==> run_1/m1.png <==
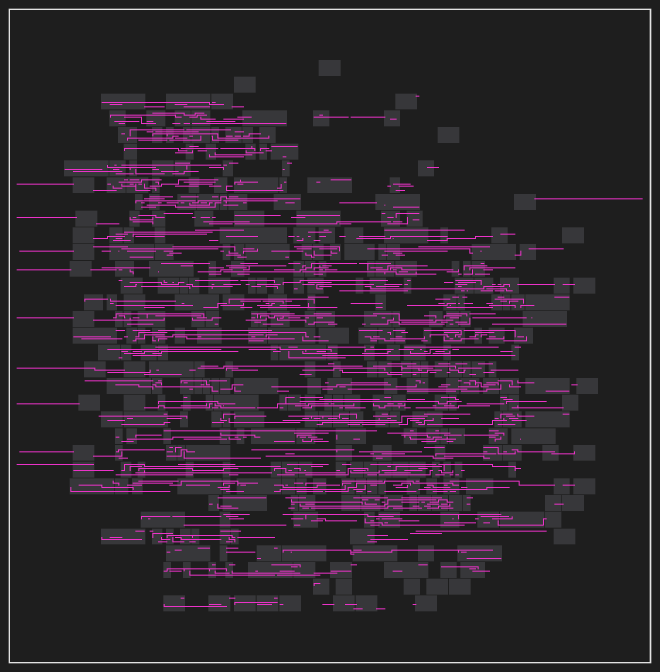
==> run_1/m2.png <==
Bar = 20 um.
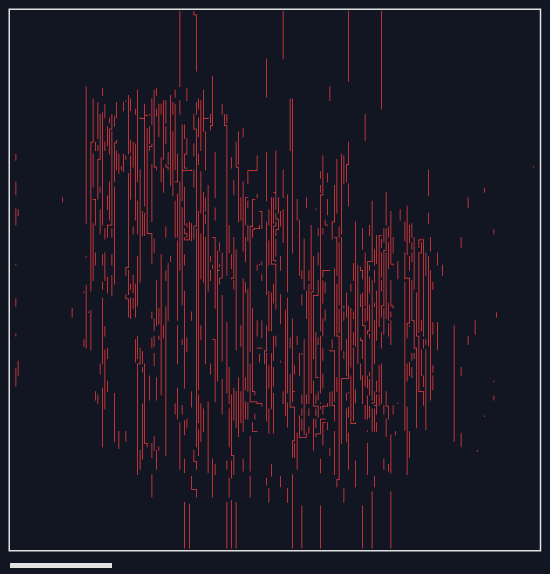
==> run_1/m3.png <==
Bar = 20 um.
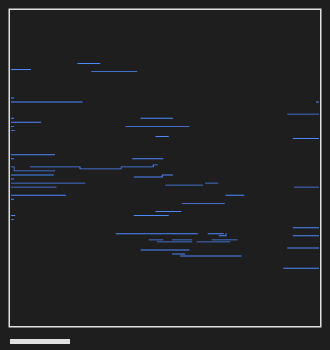
## src/rtl/jk_seq_pkg.sv

```systemverilog
// rtl/jk_seq_pkg.sv - opcodes, FSM state encoding and opcode helpers for jk_seq_ctrl
package jk_seq_pkg;

    localparam logic [2:0] OP_NOP    = 3'b000;
    localparam logic [2:0] OP_CLEAR  = 3'b001;
    localparam logic [2:0] OP_SET    = 3'b010;
    localparam logic [2:0] OP_LOAD   = 3'b011;
    localparam logic [2:0] OP_TOGGLE = 3'b100;
    localparam logic [2:0] OP_COUNT  = 3'b101;
    localparam logic [2:0] OP_SHIFT  = 3'b110;
    localparam logic [2:0] OP_ILL    = 3'b111;

    typedef enum logic [1:0] {
        S_IDLE = 2'd0,
        S_EXEC = 2'd1,
        S_DONE = 2'd2
    } state_t;

    // Only these opcodes honour cmd_len; everything else is a single step.
    function automatic logic is_multi(input logic [2:0] op);
        return (op == OP_TOGGLE) || (op == OP_COUNT) || (op == OP_SHIFT);
    endfunction

endpackage

```

## src/rtl/jk_ff_cell.sv

```systemverilog
// rtl/jk_ff_cell.sv - JK flip-flop cell with synchronous active-high reset
module jk_ff_cell (
    input  logic i_clk,
    input  logic i_rst,
    input  logic i_j,
    input  logic i_k,
    output logic o_q,
    output logic o_qbar
);

    logic r_q;
    logic r_qbar;

    always_ff @(posedge i_clk) begin
        if (i_rst) begin
            r_q    <= 1'b0;
            r_qbar <= 1'b1;
        end else begin
            case ({i_j, i_k})
                2'b01: begin
                    r_q    <= 1'b0;
                    r_qbar <= 1'b1;
                end
                2'b10: begin
                    r_q    <= 1'b1;
                    r_qbar <= 1'b0;
                end
                2'b11: begin
                    r_q    <= ~r_q;
                    r_qbar <= ~r_qbar;
                end
                default: begin
                    r_q    <= r_q;
                    r_qbar <= r_qbar;
                end
            endcase
        end
    end

    assign o_q    = r_q;
    assign o_qbar = r_qbar;

endmodule

```

## src/rtl/jk_seq_ctrl.sv

```systemverilog
// rtl/jk_seq_ctrl.sv - command sequencer driving per-bit j/k of a JK register bank
module jk_seq_ctrl #(
    parameter int WIDTH = 8,
    parameter int CNT_W = 8
) (
    input  logic             clk,
    input  logic             rst,
    input  logic             cmd_valid,
    output logic             cmd_ready,
    input  logic [2:0]       cmd_op,
    input  logic [WIDTH-1:0] cmd_data,
    input  logic [CNT_W-1:0] cmd_len,
    output logic [WIDTH-1:0] q,
    output logic [WIDTH-1:0] qbar,
    output logic             busy,
    output logic             done,
    output logic             err
);
    import jk_seq_pkg::*;

    state_t             r_state;
    logic [2:0]         r_op;
    logic [WIDTH-1:0]   r_data;
    logic [CNT_W-1:0]   r_rem;
    logic               r_busy;
    logic               r_done;
    logic               r_err;

    logic [WIDTH-1:0]   w_q;
    logic [WIDTH-1:0]   w_qbar;
    logic [WIDTH-1:0]   w_j;
    logic [WIDTH-1:0]   w_k;
    logic [WIDTH-1:0]   w_t;
    logic [WIDTH-1:0]   w_src;

    assign cmd_ready = (r_state == S_IDLE) && !rst;

    always_ff @(posedge clk) begin
        if (rst) begin
            r_state <= S_IDLE;
            r_op    <= OP_NOP;
            r_data  <= '0;
            r_rem   <= '0;
            r_busy  <= 1'b0;
            r_done  <= 1'b0;
            r_err   <= 1'b0;
        end else begin
            case (r_state)
                S_IDLE: begin
                    r_done <= 1'b0;
                    if (cmd_valid) begin
                        r_state <= S_EXEC;
                        r_busy  <= 1'b1;
                        r_err   <= 1'b0;
                        r_op    <= cmd_op;
                        r_data  <= cmd_data;
                        r_rem   <= (is_multi(cmd_op) && (cmd_len != '0)) ? cmd_len : CNT_W'(1);
                    end
                end
                S_EXEC: begin
                    if (r_rem == CNT_W'(1)) begin
                        r_state <= S_DONE;
                        r_done  <= 1'b1;
                        r_err   <= (r_op == OP_ILL);
                    end else begin
                        r_rem <= r_rem - CNT_W'(1);
                    end
                end
                S_DONE: begin
                    r_state <= S_IDLE;
                    r_busy  <= 1'b0;
                    r_done  <= 1'b0;
                end
                default: begin
                    r_state <= S_IDLE;
                    r_busy  <= 1'b0;
                    r_done  <= 1'b0;
                end
            endcase
        end
    end

    // Bits that flip on +1 are exactly those whose lower bits are all ones.
    assign w_t   = w_q ^ (w_q + WIDTH'(1));
    assign w_src = {w_q[WIDTH-2:0], r_data[0]};

    always_comb begin
        w_j = '0;
        w_k = '0;
        if (r_state == S_EXEC) begin
            case (r_op)
                OP_CLEAR: begin
                    w_j = '0;
                    w_k = '1;
                end
                OP_SET: begin
                    w_j = '1;
                    w_k = '0;
                end
                OP_LOAD: begin
                    w_j = r_data;
                    w_k = ~r_data;
                end
                OP_TOGGLE: begin
                    w_j = r_data;
                    w_k = r_data;
                end
                OP_COUNT: begin
                    w_j = w_t;
                    w_k = w_t;
                end
                OP_SHIFT: begin
                    w_j = w_src;
                    w_k = ~w_src;
                end
                default: begin
                    w_j = '0;
                    w_k = '0;
                end
            endcase
        end
    end

    for (genvar gi = 0; gi < WIDTH; gi++) begin : g_cell
        jk_ff_cell u_cell (
            .i_clk  (clk),
            .i_rst  (rst),
            .i_j    (w_j[gi]),
            .i_k    (w_k[gi]),
            .o_q    (w_q[gi]),
            .o_qbar (w_qbar[gi])
        );
    end

    assign q    = w_q;
    assign qbar = w_qbar;
    assign busy = r_busy;
    assign done = r_done;
    assign err  = r_err;

endmodule

```

## config.mk

```make
export PLATFORM = sky130hd
export DESIGN_NAME = jk_seq_ctrl
export DESIGN_NICKNAME = d
export VERILOG_FILES = /design/src/rtl/jk_seq_pkg.sv /design/src/rtl/jk_ff_cell.sv /design/src/rtl/jk_seq_ctrl.sv
export SDC_FILE = /design/constraint.sdc
export NUM_CORES = 1
export LEC_CHECK = 0
export CAP_MARGIN = 0
export CORE_AREA = 8 8 96 98
export DETAILED_ROUTE_END_ITERATION = 16
export DIE_AREA = 0 0 104 106
export GPL_TIMING_DRIVEN = 0
export PLACE_DENSITY = 0.57
export SYNTH_ARGS = -nofsm -noshare
export SYNTH_HDL_FRONTEND = slang
export SYNTH_SLANG_ARGS = --single-unit
export TNS_END_PERCENT = 1
```

## constraint.sdc

```tcl
create_clock -name clk -period 2.3 [get_ports clk]
set_input_delay 0.23 -clock clk [delete_from_list [all_inputs] [get_ports clk]]
set_output_delay 0.23 -clock clk [all_outputs]
set_load 0.05 [all_outputs]
```

==> reports/metrics.yaml, run 1 <==
global_route:
  first_global_vias: 2631
  largest_net_degree_at_the_start_of_global_routing: 20
  grt_remaining_overflow: 0
final_timing:
  setup_viol: 0
  whs_ns: 0.4664
  worst_slew_pin_slew_ns: 0.6482
  fin_worst_setup_slack_ns: 0.1132
  setup_repair_after_global_routing_missed_its_margin: "false"
  post_route_setup_tns_ns: 0
  max_clock_freq_mhz: 457.3
  finalHoldViolCount: 0
power_and_ir_drop:
  p_sw_frac: 0.3444
  power_frac_clock: 0.304
  power_leakage_uw: 0.001170
  top_power_group: "registers"
  p_clk_uw: 605
  p_int_uw: 1305
  powerSeq_uw: 810
  comb_power_share: 0.289
  cellPowerDensity_nw_per_um2: 610.3
drt:
  ant_nets: 0
  drc: 0
critical_path:
  data_arrival_critical_path_ns: 1.96
  worstPathMaxFanout: 19
  setup.reg_to_reg.worst_slack_ns: 0.13
layout:
  layout.area.comb_um2: 1560
  final_cell_mix: "sky130_fd_sc_hd__nand2_1 (40), sky130_fd_sc_hd__dfxtp_1 (40), sky130_fd_sc_hd__clkdlybuf4s50_1 (40)"
  ff_latch_area_um2: 800.8
floorplan:
  floorplan.core_util: 0.3324
  placeableCoreArea_um2: 7845
  floorplan.io_pins: 42
yosys:
  synthTopCellsByCount: "sky130_fd_sc_hd__dfxtp_1 (40), sky130_fd_sc_hd__nand2_1 (40), sky130_fd_sc_hd__a21oi_1 (28), sky130_fd_sc_hd__nor2_1 (28), sky130_fd_sc_hd__buf_4 (16)"
  synthesis.area_um2: 2608
  main_synth_ff_type: "sky130_fd_sc_hd__dfxtp_1"
  synthDominantAreaCellType: "sky130_fd_sc_hd__dfxtp_1"
  ys_top_logic_family: "AND-OR/OR-AND gates"
  synth_flops: 40
  synth_cell_types: 66
  ys_sh_mux: 0.02831
  compound_area_frac: 0.2841
run:
  openroad.warnings: 27
clock_network:
  cts_sinks: 40
  tritoncts: "built"
  clk_pin_slew_worst_paths_ns: 0.08
worst_hold_path:
  whs_endpoint: "g_cell[7].u_cell.o_q"
  hold_path_startpoint: "g_cell[7].u_cell.o_q"
placement:
  dpl-instance-area_um2: 3149
status:
  run_status: "finished clean"
-- m1.png (at the start) --
- longest straight run: 34.5 um
- nets with wire on the layer: 367
- wire length on this layer: 3710 um
- share of all routed wire: 46%
- main direction: horizontal
fraction of met1 tracks used by global routing: 0.1850
total number of vias: 2659

-- m2.png (at the start) --
- longest straight run: 42.8 um
- share of all routed wire: 47%
- nets with wire on the layer: 329
met2 track demand over resource in global routing: 0.2470
routed wire length: 8025 um

-- m3.png (at the start) --
- wire length on this layer: 517 um
- longest straight run: 27.1 um
- share of all routed wire: 6.4%
- nets with wire on the layer: 45
met3 GRT Util: 0.03509

-- run 1: timing repair --
action	in CTS	in global routing
setup endpoints to repair	1	0
resized	2	0
buffers inserted	0	0
-- run 1: area by class of cell --
| class | instances | share of cell area |
|---|---|---|
| multi-input cells | 246 | 0.4785 |
| flip-flops and latches | 40 | 0.2456 |
| repair buffers | 41 | 0.1255 |
| plain buffers | 35 | 0.06562 |
| well taps | 105 | 0.04029 |
| clock buffers | 5 | 0.02111 |
| clock inverters | 3 | 0.01420 |
| inverters | 8 | 0.009210 |
-- run 1: critical path, cell delays in order --
cell                              delay (ns)
sky130_fd_sc_hd__clkdlybuf4s50_1        0.55
sky130_fd_sc_hd__clkbuf_2               0.40
sky130_fd_sc_hd__nor3_1                 0.21
sky130_fd_sc_hd__dlygate4sd2_1          0.55
==> run 2: changes to the inputs <==
CORE_AREA = 5 5 93 95   (was 8 8 96 98)
DIE_AREA = 0 0 98 100   (was 0 0 104 106)
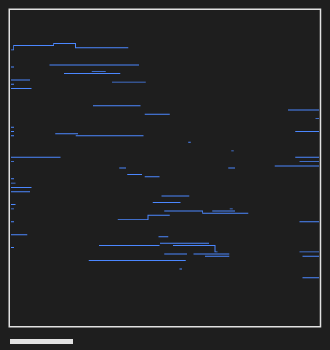
(run_2/m3.png)
Bar = 20 um.
- wire length on this layer: 460 um
- longest straight run: 30.4 um
- main direction: horizontal
met3 GRT Util: 0.03683
total number of vias: 2626
routed wire length: 7929 um

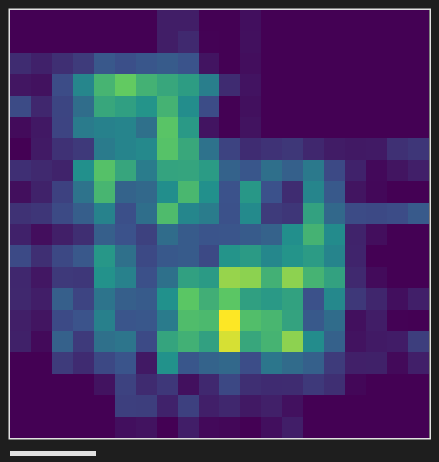
(run_2/route_heat.png)
Bar = 20 um. 20 x 20 tiles, from dark purple (low) to yellow (high), scaled to the fullest tile. Values are wire area over tile area, all layers added.
- mean over tiles: 0.13
- fullest tile: 0.61
- tiles over half the peak: 15%
- emptiest ninth of the die: upper right
- nearly empty tiles: 29%
- densest ninth of the die: center
total global-route track usage: 0.1639
mean routed wirelength per cell: 16.55 um

==> run 2 against run 1 <==
Compared with the run above: total power grew 4.5%; register-to-register slack better by 0.22 ns; first-iteration DRC count up 50%; critical path depth unchanged; wire length shrank 1.2%; clock skew fell by 0.0015 ns; count of clock-buffer cells in the layout unchanged; synthesized area is the same.
==> reports/metrics.yaml, run 2 <==
layout:
  nNonClkBuffers: 76
  signal_buffer_area_fraction: 0.1901
  n_multi_input_combinational_cell: 246
  non_clock_inverter_count: 8
  sequential_share_of_cell_area: 0.2444
  layout.area.comb_um2: 1567
  dominant-cell-class: "logic gates"
  ff_latch_area_um2: 800.8
  layout.sequential_cells: 40
  clock_buffer_count_in_the_final_layout: 5
  final_cell_mix: "sky130_fd_sc_hd__nand2_1 (40), sky130_fd_sc_hd__dfxtp_1 (40), sky130_fd_sc_hd__clkdlybuf4s50_1 (40)"
  clock_cell_area_share: 0.03933
final_timing:
  fin_worst_setup_slack_ns: 0.1402
  finalHoldViolCount: 0
  setup_viol: 0
  setup_repair_after_global_routing_missed_its_margin: "false"
  worst_slew_pin_slew_ns: 0.7521
global_route:
  first_global_vias: 2473
  grtUsageMet1: 0.2192
  met2_usage: 0.2623
  grt_remaining_overflow: 0
critical_path:
  worst_stage_delay_on_the_critical_path_ns: 0.56
  crit_family: "buffers and inverters"
  worstPathMaxFanout: 19
  path_cells: "clkdlybuf4s50_1, clkbuf_2, nor3_1, dlygate4sd2_1"
  data_arrival_critical_path_ns: 1.93
  setup.reg_to_reg.worst_slack_ns: 0.35
  critPathBufInv: 3
yosys:
  synthesis.area_um2: 2608
  synthDominantAreaCellType: "sky130_fd_sc_hd__dfxtp_1"
  main_synth_ff_type: "sky130_fd_sc_hd__dfxtp_1"
  synth_cell_types: 66
  synthTopCellsByCount: "sky130_fd_sc_hd__dfxtp_1 (40), sky130_fd_sc_hd__nand2_1 (40), sky130_fd_sc_hd__a21oi_1 (28), sky130_fd_sc_hd__nor2_1 (28), sky130_fd_sc_hd__buf_4 (16)"
worst_hold_path:
  hold_path_startpoint: "g_cell[1].u_cell.o_qbar"
  whs_endpoint: "g_cell[1].u_cell.o_qbar"
drt:
  detailedRoute.firstPassIterationCount: 5
  ant_nets: 0
status:
  run_status: "finished clean"
floorplan:
  placeableCoreArea_um2: 7647
  taps: 102
  floorplan.io_pins: 42
  floorplan.core_util: 0.3410
power_and_ir_drop:
  total_power_uw: 2080
clock_network:
  tritoncts: "built"
  cts_sinks: 40
  clk_pin_slew_worst_paths_ns: 0.08
  cts_setup_buffers: 0
run:
  openroad.warnings: 27
placement:
  dpl-instance-area_um2: 3146
-- run 2: timing repair --
action	in CTS	in global routing
resized	2	1
setup endpoints to repair	1	1
hold buffers	0	0
-- run 2: cells by family after synthesis --
group / share of synthesized area
adder cells (fa/ha/maj): 0.01440
multiplexers: 0.02831
XOR/XNOR: 0.003360
AND/OR/NAND/NOR: 0.2682
AND-OR/OR-AND: 0.2841
flip-flops: 0.3071
buffers and inverters: 0.09453
-- run 2: how the worst max path moves through the flow --
stage | end | cells after the start
2_1_floorplan | cmd_ready | 3
3_3_place_gp | cmd_ready | 5
3_5_place_dp | cmd_ready | 5
4_1_cts | r_data[4] | 5
5_1_grt | r_data[4] | 5
6_report | cmd_ready | 4
-- run 2: power breakdown --
group	internal [uW]	switching (uW)
clock network	428	262
registers	744	66.2
logic	235	345
total	1410	673
Power figures rest on the tool's default switching activity, not on a simulated workload.
